### src/rtl/req_arbiter_4.sv
// req_arbiter_4: shares one downstream resource between N requesters.
// Grants are registered and one-hot. Winner selection is highest-index-first,
// optionally rotated round-robin after each grant, with a hold limit that
// forces the owner to yield when other requesters are waiting.
module req_arbiter_4 #(
  parameter int N        = 4,
  parameter int IDW      = 2,
  parameter int RR_EN    = 1,
  parameter int MAX_HOLD = 8
) (
  input  logic           clk,
  input  logic           rst_n,
  input  logic [N-1:0]   req,
  output logic [N-1:0]   gnt,
  output logic [IDW-1:0] gnt_id,
  output logic           gnt_valid,
  output logic           none,
  output logic           expired
);

  localparam int HCW_RAW = $clog2(MAX_HOLD + 1);
  localparam int HCW     = (HCW_RAW < 1) ? 1 : HCW_RAW;
  localparam logic [HCW-1:0] HOLD_LAST = HCW'(MAX_HOLD - 1);

  typedef enum logic {
    IDLE,
    BUSY
  } state_t;

  state_t         state_q,    state_d;
  logic [N-1:0]   gnt_q,      gnt_d;
  logic [IDW-1:0] gnt_id_q,   gnt_id_d;
  logic           expired_q,  expired_d;
  logic [HCW-1:0] hold_cnt_q, hold_cnt_d;
  logic [IDW-1:0] last_q,     last_d;

  logic [N-1:0]   others;
  logic           owner_req;
  logic [IDW-1:0] pick_all;
  logic [IDW-1:0] pick_oth;

  // Search order starts just below 'from' and wraps; with rotation disabled the
  // plain highest set index wins. Later loop iterations override earlier ones,
  // so the loop walks from lowest to highest priority.
  function automatic logic [IDW-1:0] pick(input logic [N-1:0] cand,
                                          input logic [IDW-1:0] from);
    logic [IDW-1:0] win;
    logic [IDW-1:0] idx;
    win = '0;
    for (int k = N; k >= 1; k--) begin
      if (RR_EN != 0) idx = IDW'((int'(from) + N - k) % N);
      else            idx = IDW'(N - k);
      if (cand[idx]) win = idx;
    end
    return win;
  endfunction

  assign gnt       = gnt_q;
  assign gnt_id    = gnt_id_q;
  assign gnt_valid = |gnt_q;
  assign expired   = expired_q;
  assign none      = ~|req;

  // Next-state logic: grant, hold, handover, preemption by hold limit, release.
  always_comb begin
    state_d    = state_q;
    gnt_d      = gnt_q;
    gnt_id_d   = gnt_id_q;
    expired_d  = 1'b0;
    hold_cnt_d = hold_cnt_q;
    last_d     = last_q;
    others     = req & ~gnt_q;
    owner_req  = req[gnt_id_q];
    pick_all   = pick(req, last_q);
    pick_oth   = pick(others, last_q);

    case (state_q)
      IDLE: begin
        if (|req) begin
          state_d           = BUSY;
          gnt_d             = '0;
          gnt_d[pick_all]   = 1'b1;
          gnt_id_d          = pick_all;
          last_d            = pick_all;
          hold_cnt_d        = '0;
        end
      end
      BUSY: begin
        if (owner_req) begin
          if ((MAX_HOLD != 0) && (hold_cnt_q == HOLD_LAST)) begin
            if (|others) begin
              gnt_d           = '0;
              gnt_d[pick_oth] = 1'b1;
              gnt_id_d        = pick_oth;
              last_d          = pick_oth;
              hold_cnt_d      = '0;
              expired_d       = 1'b1;
            end else begin
              hold_cnt_d = '0;
            end
          end else begin
            hold_cnt_d = hold_cnt_q + HCW'(1);
          end
        end else if (|req) begin
          gnt_d           = '0;
          gnt_d[pick_all] = 1'b1;
          gnt_id_d        = pick_all;
          last_d          = pick_all;
          hold_cnt_d      = '0;
        end else begin
          state_d    = IDLE;
          gnt_d      = '0;
          gnt_id_d   = '0;
          hold_cnt_d = '0;
        end
      end
      default: begin
        state_d    = IDLE;
        gnt_d      = '0;
        gnt_id_d   = '0;
        hold_cnt_d = '0;
      end
    endcase
  end

  // State and output registers, cleared asynchronously by rst_n.
  always_ff @(posedge clk or negedge rst_n) begin
    if (!rst_n) begin
      state_q    <= IDLE;
      gnt_q      <= '0;
      gnt_id_q   <= '0;
      expired_q  <= 1'b0;
      hold_cnt_q <= '0;
      last_q     <= '0;
    end else begin
      state_q    <= state_d;
      gnt_q      <= gnt_d;
      gnt_id_q   <= gnt_id_d;
      expired_q  <= expired_d;
      hold_cnt_q <= hold_cnt_d;
      last_q     <= last_d;
    end
  end

endmodule

### config.mk
export PLATFORM = sky130hd
export DESIGN_NAME = req_arbiter_4
export DESIGN_NICKNAME = d
export VERILOG_FILES = /design/src/rtl/req_arbiter_4.sv
export SDC_FILE = /design/constraint.sdc
export NUM_CORES = 1
export LEC_CHECK = 0
export CAP_MARGIN = 20
export CORE_ASPECT_RATIO = 0.8
export CORE_MARGIN = 5
export CORE_UTILIZATION = 47
export CTS_CLUSTER_DIAMETER = 30
export DETAILED_ROUTE_END_ITERATION = 8
export GPL_TIMING_DRIVEN = 0
export HOLD_SLACK_MARGIN = 0.05
export PLACE_DENSITY = 0.74
export SLEW_MARGIN = 15
export SYNTH_ARGS = -nofsm -noshare
export SYNTH_HDL_FRONTEND = slang
export SYNTH_SLANG_ARGS = --single-unit
export TNS_END_PERCENT = 10
### constraint.sdc
create_clock -name clk -period 1.75 [get_ports clk]
set_input_delay 0.35 -clock clk [delete_from_list [all_inputs] [get_ports clk]]
set_output_delay 0.35 -clock clk [all_outputs]
set_load 0.05 [all_outputs]
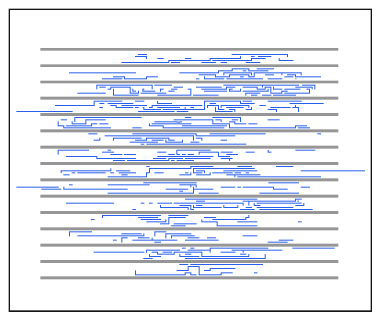
Fig. 1. Metal 1 (run 1).
(6 px per um) Supply wires on this layer in gray.
wire length on this layer	1200 um
longest straight run	16.6 um
nets with wire on the layer	116
main direction	horizontal

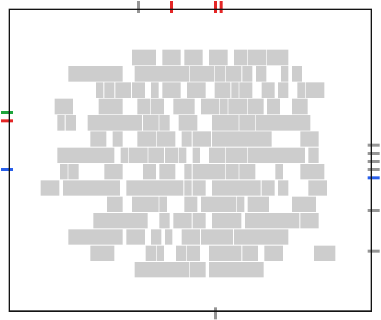
Fig. 2. Ports around the boundary (run 1).
(6 px per um) Pins as bars across the die edge, other pins in gray.
port	color	pins	direction	edge
clk	green	1	input	west
gnt_id	blue	2	output	1 west, 1 east
gnt	red	4	output	3 north, 1 west
all pins by edge	7 east, 4 north, 3 west, 1 south

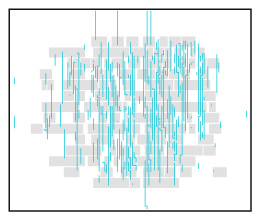
Fig. 3. Signal wires on met2 (run 1).
(4 px per um) Cells faint in the background.
longest straight run	20.4 um
wire length on this layer	1070 um
main direction	vertical

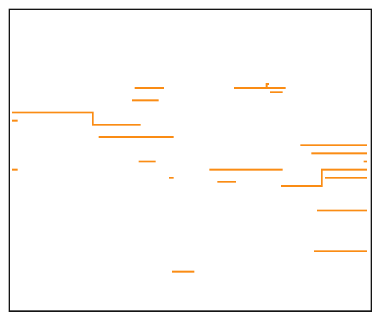
Fig. 4. Metal 3 (run 1).
(6 px per um)
nets with wire on the layer	16
main direction	horizontal
longest straight run	13.3 um
share of all routed wire	5.6%
wire length on this layer	138 um

==> flow_summary.toml, run 1 <==
# synthesis and place-and-route metrics
[final_timing]
setup_viol = 6
finalMaxSlewViolations = 0
worst_pin_slew_ns = 0.6371
maxSlewHeadroom = 0.5739
setup_slack_ns = -0.04761
hold-worst-slack_ns = 0.4268
skew_ns = 0.0007021
period_minus_slack_ns = 1.798
fmax_mhz = 556.3
hold_viol_final = 0
fin_tns_setup_ns = -0.1512
rsz0062_at_grt = "yes"
period_used_share = 1.027

[critical_path]
cp_top_family = "simple AND/OR/NAND/NOR gates"
cpMostUsedCell = "o32a_1"
cp_max_fo = 10
crit_end = "gnt[3]"
cp_data_required_time_ns = 1.96
critPathLaunchType = "flip-flop"
setup.worst_path.class = "flip-flop to flip-flop"
slowest_delay_ns = 0.47
rrSetupSlack_ns = -0.05
r2r_end = "gnt[3]"
cp.depth = 6
cp.buffers_inverters = 1
crit_start = "last_q[1]"
path_cells = "buf_4, nor2_1, o32a_1, or3b_2, o32a_1, a21oi_1"
crit_arrival_ns = 2.01
cp-end-kind = "flip-flop"
r2r_start = "last_q[1]"
slowest_stage = "or3b_2"
rr_worst_depth = 6

[detailed_routing]
drc_errors = 0
drt-initial-drc-count = 41
postRouteAntennaNets = 0
dr.pass1.iters = 4
num_vias = 879
vias_per_cell = 5.980
wirelength_um = 2436
wl_per_cell_um = 16.57

[pwr]
p_leak_uw = 0.0005428
switching_power_uw = 1121
clockPowerShare = 0.099
sw_frac_of_total = 0.4823
seqPwrFrac = 0.259
internal_power_uw = 1203
fin_total_pwr_uw = 2324
comb_power_share = 0.641
cellPowerDensity_nw_per_um2 = 1901
vdd_drop_max_v = 0.001094

[finish]
utilization = 0.6462
layout-drive-gt1-share = 0.3333
final_cells = 147
final_nets = 131
nFillCells = 166
design_area_um2 = 1222
insertedDiodeCount = 0
area_growth_pct = 29.58

[synthesis]
ys_top_cells_by_area = "dfrtp_1 37%, nor2_1 4.4%, a21oi_1 4.2%"
topCombFamilyByArea = "AND-OR/OR-AND gates"
synth_flops = 14
yosysUniqueCellTypes = 44
ys_seq_share = 0.3714
adder_share = 0.01326
async_reset_ff_frac = 1.000
ys_area_um2 = 943.4
ys_sh_mux = 0.05703
ff_type = "dfrtp_1"
netlist_instances = 100
synth.cellmix.compoundShare = 0.2639
syn_nets = 107
netlist.top_cell.by_area = "dfrtp_1"
yosys_warnings = 0
synth-edff-count = 0
synth-simple-area-share = 0.2546
yosysTopAreaCellShare = 0.3714
avgSynthCellArea_um2 = 9.434
synth_area_um2 = 943.4
synth-cells-yosys = 100
yosys.area_share.xor_xnor = 0

[placed_design]
place_ws_ns = -0.9729
dp.cells = 138
portBuffers = 14
placed_area_um2 = 1120
gp_congestion = 0.8473
hpwl_um = 1682

[clock_tree]
post_cts_resize_count = 30
max-clock-path-buffers = 2
clock-sinks = 14
cts_made_buffers = 3
cts_root_buffer = "clkbuf_4"
clk_pin_slew_ns = 0.08
hold_buffers = 0
cts_htree_levels = 1
insertion_delay_ns = 0.28
cts_setup_buffers = 0
cts_tree = "done"

[hold_path]
hp-class = "input port to flip-flop"
min_path_cells = 2
hold_end = "state_q"
hold_path_startpoint = "req[0]"

[run]
warnings = 29
maxCapViolCount = 0

[global_route]
antenna_found_initial = 0
grt-ovfl-total = 0
grt_max_degree = 15
grt_pass1_vias = 830
grtUsageTotal = 0.1733
grt_pass1_wl_um = 3939

[die]
core.rowCount = 14
chipHeight_um = 50.07
pin_count = 15
dieWidth_um = 60.09
dieArea_um2 = 3009
core_region_area_um2 = 1892
initial_core_util = 0.4987

[outcome]
outcome = "finished with violations"
failed_checks = "setup timing"
==> run 1: final cells by class <==
cell class                      count  area (um2)  area share
Clock buffer                        4       36.28     0.02968
Inverter                            3       13.76     0.01126
Timing Repair Buffer               20       170.2      0.1392
Buffer                              2       18.77     0.01535
Tap cell                           24       30.03     0.02457
Sequential cell                    14       355.3      0.2907
Multi-Input combinational cell     80       598.1      0.4893
==> run 1: power groups by stage <==
| stage | logic [uW] | clock network (uW) | registers [uW] |
|---|---|---|---|
| global route | 1600 | 260 | 619 |
| detailed placement | 1370 | 0 | 601 |
| finish | 1490 | 231 | 602 |
| global placement | 1350 | 0 | 589 |
| floorplan | 806 | 0 | 799 |
| CTS | 1350 | 241 | 595 |
==> run 1: cell usage in the layout, fill, tap and decap left out, drive strengths merged, types with 5 or more instances in the layout <==
master        n
a21oi         9
buf          10
clkbuf        6
dfrtp        14
dlygate4sd2   8
nand2         6
nor2         11
nor2b         5
o21ai         7
==> run 1: registers in the layout, indices dropped and copies added, names as in the netlist <==
name	count
gnt	4
last_q	2
state_q	1
expired	1
hold_cnt_q	4
gnt_id	2
==> run 1: routing by layer <==
metal  share of wire  global-route usage  vias up
met2            0.44              0.2536       27
met5               0                   0        -
li1                -                   -      424
met1            0.49              0.2468      423
met4           0.011             0.05535        0
met3           0.056             0.04178        5
==> run 1: synthesized netlist by cell type (2+ instances only) <==
cell	count
dfrtp_1	14
nand2_1	6
o31ai_1	2
or3_1	2
mux2i_1	2
o21ai_0	4
a22o_1	2
inv_2	2
and3_1	2
nor2_1	11
buf_6	2
a21oi_1	8
or2b_1	2
nor2b_1	5
a32oi_1	2
o21ai_1	3
nand2b_1	3
o32a_1	2
==> run 2: changes to the inputs <==
--- a/config.mk
+++ b/config.mk
@@ -13,6 +13,7 @@
 export DETAILED_ROUTE_END_ITERATION = 8
 export GPL_TIMING_DRIVEN = 0
 export HOLD_SLACK_MARGIN = 0.05
+export MAX_ROUTING_LAYER = met4
 export PLACE_DENSITY = 0.74
 export SLEW_MARGIN = 15
 export SYNTH_ARGS = -nofsm -noshare
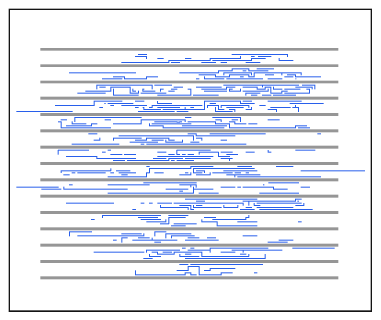
Fig. 5. Metal 1 (run 2).
(6 px per um) Supply wires on this layer in gray.
wire length on this layer	1200 um
main direction	horizontal

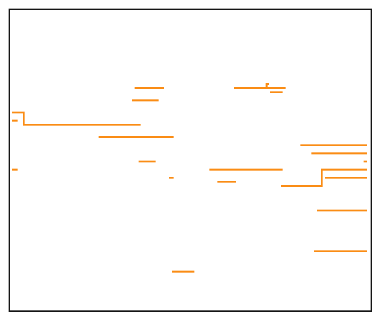
Fig. 6. Metal 3 (run 2).
(6 px per um)
nets with wire on the layer	16
main direction	horizontal
wire length on this layer	138 um

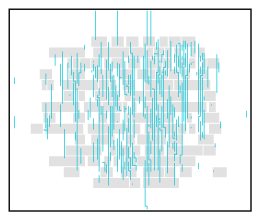
Fig. 7. Signal wires on met2 (run 2).
(4 px per um) Cells faint in the background.
wire length on this layer	1070 um
nets with wire on the layer	112
longest straight run	20.4 um

==> run 2 against run 1 <==
Maximum frequency is 0.33% lower. Highest routed layer unchanged. Via count unchanged. Worst hold slack is essentially flat. First-iteration DRC count stayed put. Area after synthesis unchanged. Worst setup slack worse by 0.0060 ns. Clock-buffer cell count did not move. Combinational power barely moved. Clock skew hardly changed. Flip-flop count unchanged. Critical path type unchanged. Largest cell class unchanged. The run still ends with setup timing left. Die area stayed put.
==> flow_summary.toml, run 2 <==
# synthesis and place-and-route metrics
[run]
maxCapViolCount = 0

[synthesis]
synth_flops = 14
async_reset_ff_frac = 1.000
ys_area_um2 = 943.4
netlist.top_cell.by_area = "dfrtp_1"
yosysTopAreaCellShare = 0.3714
syn_nets = 107
synth_area_um2 = 943.4
ys_seq_share = 0.3714
top_cells_by_count = "14 x dfrtp_1, 11 x nor2_1, 8 x a21oi_1"
synth-edff-count = 0
yosys_warnings = 0
netlist_instances = 100
top_cell = "dfrtp_1"
ys_top_cells_by_area = "dfrtp_1 37%, nor2_1 4.4%, a21oi_1 4.2%"
avgSynthCellArea_um2 = 9.434
synth-cells-yosys = 100
ff_type = "dfrtp_1"

[pwr]
switching_power_uw = 1120
vdd_drop_max_v = 0.001094
seqPwrFrac = 0.259
sw_frac_of_total = 0.4821
clockPowerShare = 0.100
comb_power_share = 0.642
p_leak_uw = 0.0005428

[critical_path]
cp_max_fo = 10
slowest_delay_ns = 0.47
path_cells = "buf_4, nor2_1, o32a_1, or3b_2, o32a_1, a21oi_1"
cp-end-kind = "flip-flop"
slowest_stage = "or3b_2"
crit_arrival_ns = 2.02
setup.worst_path.class = "flip-flop to flip-flop"
cp_data_required_time_ns = 1.96

[detailed_routing]
wl_per_cell_um = 16.56
num_vias = 879
wirelength_um = 2435
met3_length_um = 137
drt-initial-drc-count = 41
top_layer = "met4"
postRouteAntennaNets = 0
drc_errors = 0
met2_wirelength_um = 1070
vias_per_cell = 5.980

[clock_tree]
hold_buffers = 0
clk_pin_slew_ns = 0.08
cts_made_buffers = 3
cts_htree_levels = 1
insertion_delay_ns = 0.28
clock-sinks = 14

[final_timing]
hold_viol_final = 0
skew_ns = 0.001130
worst_pin_slew_ns = 0.6364
hold-worst-slack_ns = 0.4271
rsz0062_at_grt = "yes"
period_used_share = 1.031
setup_viol = 6
fmax_mhz = 554.4
fin_tns_setup_ns = -0.1517
finalMaxSlewViolations = 0
setup_slack_ns = -0.05362
period_minus_slack_ns = 1.804
maxSlewHeadroom = 0.5744

[global_route]
grt_use_met2 = 0.2518
grt_most_used_layer = "met2"
grt_max_degree = 15
grtUsageTotal = 0.1779
grt_pass1_vias = 826
use_met3 = 0.04178
antenna_found_initial = 0
grt-ovfl-total = 0
grt_pass1_wl_um = 3946
met1_usage = 0.2484

[finish]
final_cells = 147
final_nets = 131
nFillCells = 166
area_growth_pct = 29.58
layout_top_cells = "10 x nor2_1, 10 x dfrtp_1, 8 x dlygate4sd2_1"
layout-drive-gt1-share = 0.3333
insertedDiodeCount = 0
utilization = 0.6462
design_area_um2 = 1222

[placed_design]
place_ws_ns = -0.9729
gp_congestion = 0.8607
dp.cells = 138
placed_area_um2 = 1120
hpwl_um = 1682

[die]
initial_core_util = 0.4987
dieWidth_um = 60.09
core.rowCount = 14
chipHeight_um = 50.07
pin_count = 15
dieArea_um2 = 3009
core_region_area_um2 = 1892

[outcome]
failed_checks = "setup timing"
outcome = "finished with violations"

[hold_path]
hp-class = "input port to flip-flop"
==> run 2: cell families after synthesis <==
logic type,share of synthesized area
buffers and inverters,0.03978
and+or+nand+nor,0.2546
muxes,0.05703
adders and majority gates,0.01326
AOI/OAI and AO/OA,0.2639
DFF,0.3714
==> run 2: repair_timing <==
| item | 4_1_cts | 5_1_grt |
|---|---|---|
| endpoints found under the setup margin | 21 | 10 |
| resized | 30 | 20 |
| pin swaps | 3 | 4 |
| buffers inserted | 0 | 5 |
| gates cloned | 0 | 1 |
==> run 2: worst paths after layout <==
check / from / endpoint / slack (ns) / depth (start not counted)
hold / removal: req[0] / state_q / 0.43 / 2
min in group asynchronous: rst_n / state_q / 0.46 / 1
setup / recovery: last_q[1] / gnt[3] / -0.05 / 6
hold reg to reg: hold_cnt_q[3] / hold_cnt_q[3] / 0.51 / 1
setup reg to reg: last_q[1] / gnt[3] / -0.05 / 6
max in group asynchronous: rst_n / gnt[2] / 0.85 / 1
==> run 2: final cells by class <==
type                       count  area (um2)  share of cell area
multi-input combinational     80       598.1              0.4893
tap                           24       30.03             0.02457
buffer                         2       18.77             0.01535
clock buffer                   4       36.28             0.02968
timing repair buffer          20       170.2              0.1392
sequential                    14       355.3              0.2907
inverter                       3       13.76             0.01126
==> run 2: power by group through the flow <==
stage / Clock (uW) / Combinational (uW) / Sequential, uW
after floorplan: 0 / 806 / 799
after global placement: 0 / 1350 / 589
after detailed placement: 0 / 1370 / 601
after CTS: 241 / 1350 / 595
after global routing: 260 / 1600 / 619
final: 231 / 1490 / 601
==> run 2: worst max-delay path, delay by kind of cell (launching register included) <==
kind | cells | cell delay, ns
buffers and inverters | 1 | 0.18
AND-OR/OR-AND | 3 | 0.56
AND/OR/NAND/NOR | 2 | 0.59
flip-flops | 1 | 0.41
Power is estimated from default activity; no workload was simulated.
